Run 1, the metal 1 layer:
(4 px per um) Supply wires on this layer in grey.
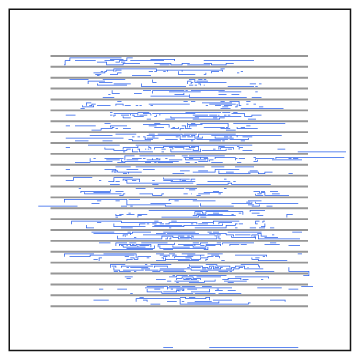
Run 1, metal 2:
(3 px per um)
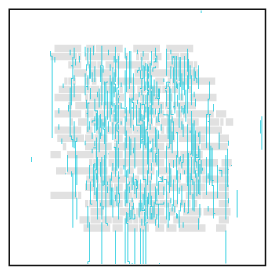
Run 1, the metal 3 layer:
(4 px per um)
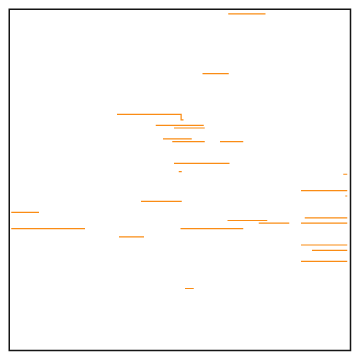
==> config.mk <==
export PLATFORM = sky130hd
export DESIGN_NAME = button_sequence_capture
export DESIGN_NICKNAME = d
export VERILOG_FILES = /design/src/rtl/button_sequence_capture.sv
export SDC_FILE = /design/constraint.sdc
export NUM_CORES = 1
export LEC_CHECK = 0
export CORE_MARGIN = 10
export CORE_UTILIZATION = 58
export CTS_CLUSTER_DIAMETER = 60
export CTS_CLUSTER_SIZE = 40
export DETAILED_ROUTE_END_ITERATION = 12
export PLACE_DENSITY = 0.89
export SLEW_MARGIN = 10
export SYNTH_ARGS = -nofsm -noshare
export SYNTH_HDL_FRONTEND = slang
export SYNTH_SLANG_ARGS = --single-unit
export TNS_END_PERCENT = 100
==> constraint.sdc <==
create_clock -name clock -period 4.51 [get_ports clock]
set_input_delay 0.902 -clock clock [delete_from_list [all_inputs] [get_ports clock]]
set_output_delay 0.902 -clock clock [all_outputs]
set_load 0.03 [all_outputs]
==> flow_results.xml <==
<?xml version="1.0" encoding="UTF-8"?>
<metrics>
  <group name="flow_run">
    <metric name="tool_warnings" unit="">29</metric>
    <metric name="max_cap_viol_count" unit="">0</metric>
  </group>
  <group name="clocking">
    <metric name="clkTransAtPathRegs" unit="ns">0.08</metric>
    <metric name="cts_resized" unit="">0</metric>
    <metric name="clock_insertion_delay_worst_skew" unit="ns">0.29</metric>
    <metric name="cts_made_buffers" unit="">5</metric>
    <metric name="cts_max_path_buffers" unit="">2</metric>
    <metric name="post_cts_buffers" unit="">0</metric>
    <metric name="htreeDepth" unit="">2</metric>
    <metric name="cts_root_buffer" unit="">sky130_fd_sc_hd__clkbuf_8</metric>
    <metric name="cts_tree" unit="">done</metric>
    <metric name="cts.sink_count" unit="">42</metric>
    <metric name="postCtsHoldBufs" unit="">0</metric>
  </group>
  <group name="sta">
    <metric name="whs" unit="ns">0.4861</metric>
    <metric name="worst_pin_slew" unit="ns">0.5175</metric>
    <metric name="setup_repair_after_global_routing_missed_its_margin" unit="">false</metric>
    <metric name="post-route-min-period" unit="ns">2.860</metric>
    <metric name="min_period_over_period" unit="">0.6342</metric>
    <metric name="layout_setup_ws" unit="ns">1.650</metric>
    <metric name="setup_tns" unit="ns">0</metric>
    <metric name="max-slew-margin-rel" unit="">0.6539</metric>
    <metric name="setup_viol" unit="">0</metric>
    <metric name="fin_worst_skew" unit="ns">0.004480</metric>
    <metric name="highest_achievable_clock_rate" unit="MHz">349.6</metric>
    <metric name="final_hold_viol_count" unit="">0</metric>
    <metric name="slew_viol_final" unit="">0</metric>
  </group>
  <group name="yosys">
    <metric name="synth-edff-count" unit="">0</metric>
    <metric name="yosysWarningCount" unit="">0</metric>
    <metric name="synth.top_cell.area_share" unit="">0.4299</metric>
    <metric name="postSynthCellCount" unit="">236</metric>
    <metric name="area_leaders" unit="">sky130_fd_sc_hd__dfrtp_1, sky130_fd_sc_hd__nor2_1, sky130_fd_sc_hd__xor2_1</metric>
    <metric name="ys.flop_type" unit="">sky130_fd_sc_hd__dfrtp_1</metric>
    <metric name="top_cell_type_by_instance_count_after_synthesis" unit="">sky130_fd_sc_hd__dfrtp_1</metric>
    <metric name="synth_async_reset_ratio" unit="">1.000</metric>
    <metric name="postSynthSeqShare" unit="">0.4299</metric>
    <metric name="post-synth-top-area-cell" unit="">sky130_fd_sc_hd__dfrtp_1</metric>
    <metric name="post_synth_num_cell_types" unit="">54</metric>
    <metric name="syn_area" unit="um2">2445</metric>
    <metric name="postSynthNetCount" unit="">249</metric>
    <metric name="ys_area" unit="um2">2445</metric>
    <metric name="synth_flop_count" unit="">42</metric>
    <metric name="avgSynthCellArea" unit="um2">10.36</metric>
    <metric name="yosys_cells" unit="">236</metric>
    <metric name="synth.cells.most_frequent" unit="">sky130_fd_sc_hd__dfrtp_1, sky130_fd_sc_hd__nor2_1, sky130_fd_sc_hd__xor2_1</metric>
  </group>
  <group name="power_and_ir_drop">
    <metric name="power" unit="mW">0.7672</metric>
    <metric name="p_sw_frac" unit="">0.2327</metric>
    <metric name="vdd_drop_max" unit="mV">0.2031</metric>
    <metric name="largestPowerGroup" unit="">registers</metric>
    <metric name="power_clock" unit="mW">0.302</metric>
    <metric name="power_sequential" unit="mW">0.390</metric>
    <metric name="pwr-share-comb" unit="">0.099</metric>
    <metric name="sequential_power_share" unit="">0.508</metric>
    <metric name="total_power_per_unit_cell_area" unit="nW/um2">279.2</metric>
    <metric name="comb_cell_power" unit="mW">0.0758</metric>
    <metric name="cell_internal_pwr" unit="mW">0.5887</metric>
    <metric name="p_leak" unit="nW">1.143</metric>
    <metric name="power.switching" unit="mW">0.1786</metric>
    <metric name="power.share.clock" unit="">0.394</metric>
  </group>
  <group name="placed_design">
    <metric name="gpl.final_weighted_congestion" unit="">0.8256</metric>
    <metric name="dp_worst_setup_slack" unit="ns">1.367</metric>
    <metric name="placement.cell_area" unit="um2">2635</metric>
    <metric name="dp_cells" unit="">297</metric>
    <metric name="numPortBuffers" unit="">20</metric>
    <metric name="dpl.hpwl" unit="um">3442</metric>
  </group>
  <group name="floorplan">
    <metric name="io_pins" unit="">21</metric>
    <metric name="chipWidth" unit="um">84.93</metric>
    <metric name="core_area" unit="um2">4029</metric>
    <metric name="fp-row-count" unit="">23</metric>
    <metric name="dieHeight" unit="um">84.93</metric>
    <metric name="chipArea" unit="um2">7212</metric>
    <metric name="floorplanUtilization" unit="">0.6068</metric>
  </group>
  <group name="detailed_routing">
    <metric name="first_drt_iteration_drcs" unit="">192</metric>
    <metric name="vias_per_cell" unit="">5.875</metric>
    <metric name="remaining_drc_errors" unit="">0</metric>
    <metric name="postRouteAntennaNets" unit="">0</metric>
    <metric name="detail_route.wl_per_cell" unit="um">16.18</metric>
    <metric name="drt-pass1-iter-count" unit="">4</metric>
  </group>
  <group name="critical_path">
    <metric name="critical_path_required" unit="ns">4.69</metric>
    <metric name="worstRegToRegCells" unit="">6</metric>
    <metric name="critPathBufInv" unit="">1</metric>
    <metric name="worst_ep_arrival" unit="ns">3.04</metric>
    <metric name="crit_path_cell_trace" unit="">clkdlybuf4s50_1 -&gt; nor4_4 -&gt; nand3_1 -&gt; a21o_4 -&gt; o211ai_2 -&gt; mux2_1</metric>
    <metric name="critical_path_depth" unit="">6</metric>
    <metric name="worstPathMaxFanout" unit="">30</metric>
    <metric name="critPathSlowestCell" unit="">sky130_fd_sc_hd__clkdlybuf4s50_1</metric>
    <metric name="timing.critical_path.to_type" unit="">flip-flop</metric>
    <metric name="r2r_setup_slack" unit="ns">2.36</metric>
    <metric name="worstSetupPathType" unit="">in2reg</metric>
    <metric name="top_cell_family_by_delay_on_the_critical_path" unit="">simple AND/OR/NAND/NOR gates</metric>
    <metric name="crit_path_max_incr_delay" unit="ns">0.64</metric>
    <metric name="worstSetupStartpointType" unit="">primary input</metric>
  </group>
  <group name="grt">
    <metric name="maximum_number_of_pins_on_one_net_before_global_route_repair" unit="">43</metric>
    <metric name="antenna_violations_before_repair" unit="">0</metric>
    <metric name="total_global_route_track_usage" unit="">0.1451</metric>
    <metric name="via_count_of_the_first_global_routing_pass" unit="">1751</metric>
    <metric name="final_global_route_overflow_total" unit="">0</metric>
    <metric name="global_route_wire_length_before_repair" unit="um">8700</metric>
  </group>
  <group name="cells_and_area">
    <metric name="nets" unit="">267</metric>
    <metric name="layout-drive-gt1-share" unit="">0.1102</metric>
    <metric name="finalInstanceArea" unit="um2">2748</metric>
    <metric name="antenna_cells_inserted" unit="">0</metric>
    <metric name="largest_register_ffs" unit="">26</metric>
    <metric name="area_grow_syn2layout" unit="%">12.39</metric>
    <metric name="mostFrequentLayoutCells" unit="">sky130_fd_sc_hd__dfrtp_1, sky130_fd_sc_hd__nor2_1, sky130_fd_sc_hd__clkdlybuf4s50_1</metric>
    <metric name="final_cells" unit="">304</metric>
    <metric name="top_logic_cell_by_instance_count_in_the_layout" unit="">sky130_fd_sc_hd__dfrtp_1</metric>
    <metric name="finish.utilization" unit="">0.6820</metric>
  </group>
  <group name="hold_path">
    <metric name="hp-class" unit="">reg2reg</metric>
    <metric name="hold_depth" unit="">1</metric>
  </group>
  <group name="outcome">
    <metric name="outcome" unit="">finished, final reports clean</metric>
  </group>
</metrics>
## Picture notes: 'the metal 1 layer'
nets with wire on the layer: 241
wire length on this layer: 2280 um
main direction: horizontal
WL final: 4920 um
met1 track utilization from global routing: 0.1901

## Picture notes: 'metal 2'
main direction: vertical
nets with wire on the layer: 226
wire length on this layer: 2330 um
longest straight run: 35.7 um
share of all routed wire: 47%
met2 routing resource usage after global routing: 0.2258
number of vias after detailed routing: 1786

## Picture notes: 'the metal 3 layer'
share of all routed wire: 4.6%
nets with wire on the layer: 21
longest straight run: 18.2 um
main direction: horizontal
met3 GRT Util: 0.04207

[run 1: logic make-up after synthesis]
kind of cell	share of synthesized area
and+or+nand+nor	0.2748
DFF	0.4299
buffers and inverters	0.04811
xor gates and xnor gates	0.09672
AOI/OAI and AO/OA	0.08956
adders and majority gates	0.03480
muxes	0.02610
[run 1: cell type report]
| cell class | count | area, um2 |
|---|---|---|
| fillers | 287 | 1281 |
| multi-input cells | 174 | 1276 |
| flip-flops and latches | 42 | 1051 |
| repair buffers | 21 | 207.7 |
| clock buffers | 6 | 82.58 |
| well taps | 50 | 62.56 |
| inverters | 10 | 37.54 |
| clock inverters | 1 | 30.03 |
[run 1: layer usage]
metal | track usage | wire length, um
met3 | 0.04207 | 225
met5 | 0 | 0
met4 | 0.04341 | 77
met1 | 0.1901 | 2284
met2 | 0.2258 | 2332
Power figures rest on the tool's default switching activity, not on a simulated workload.
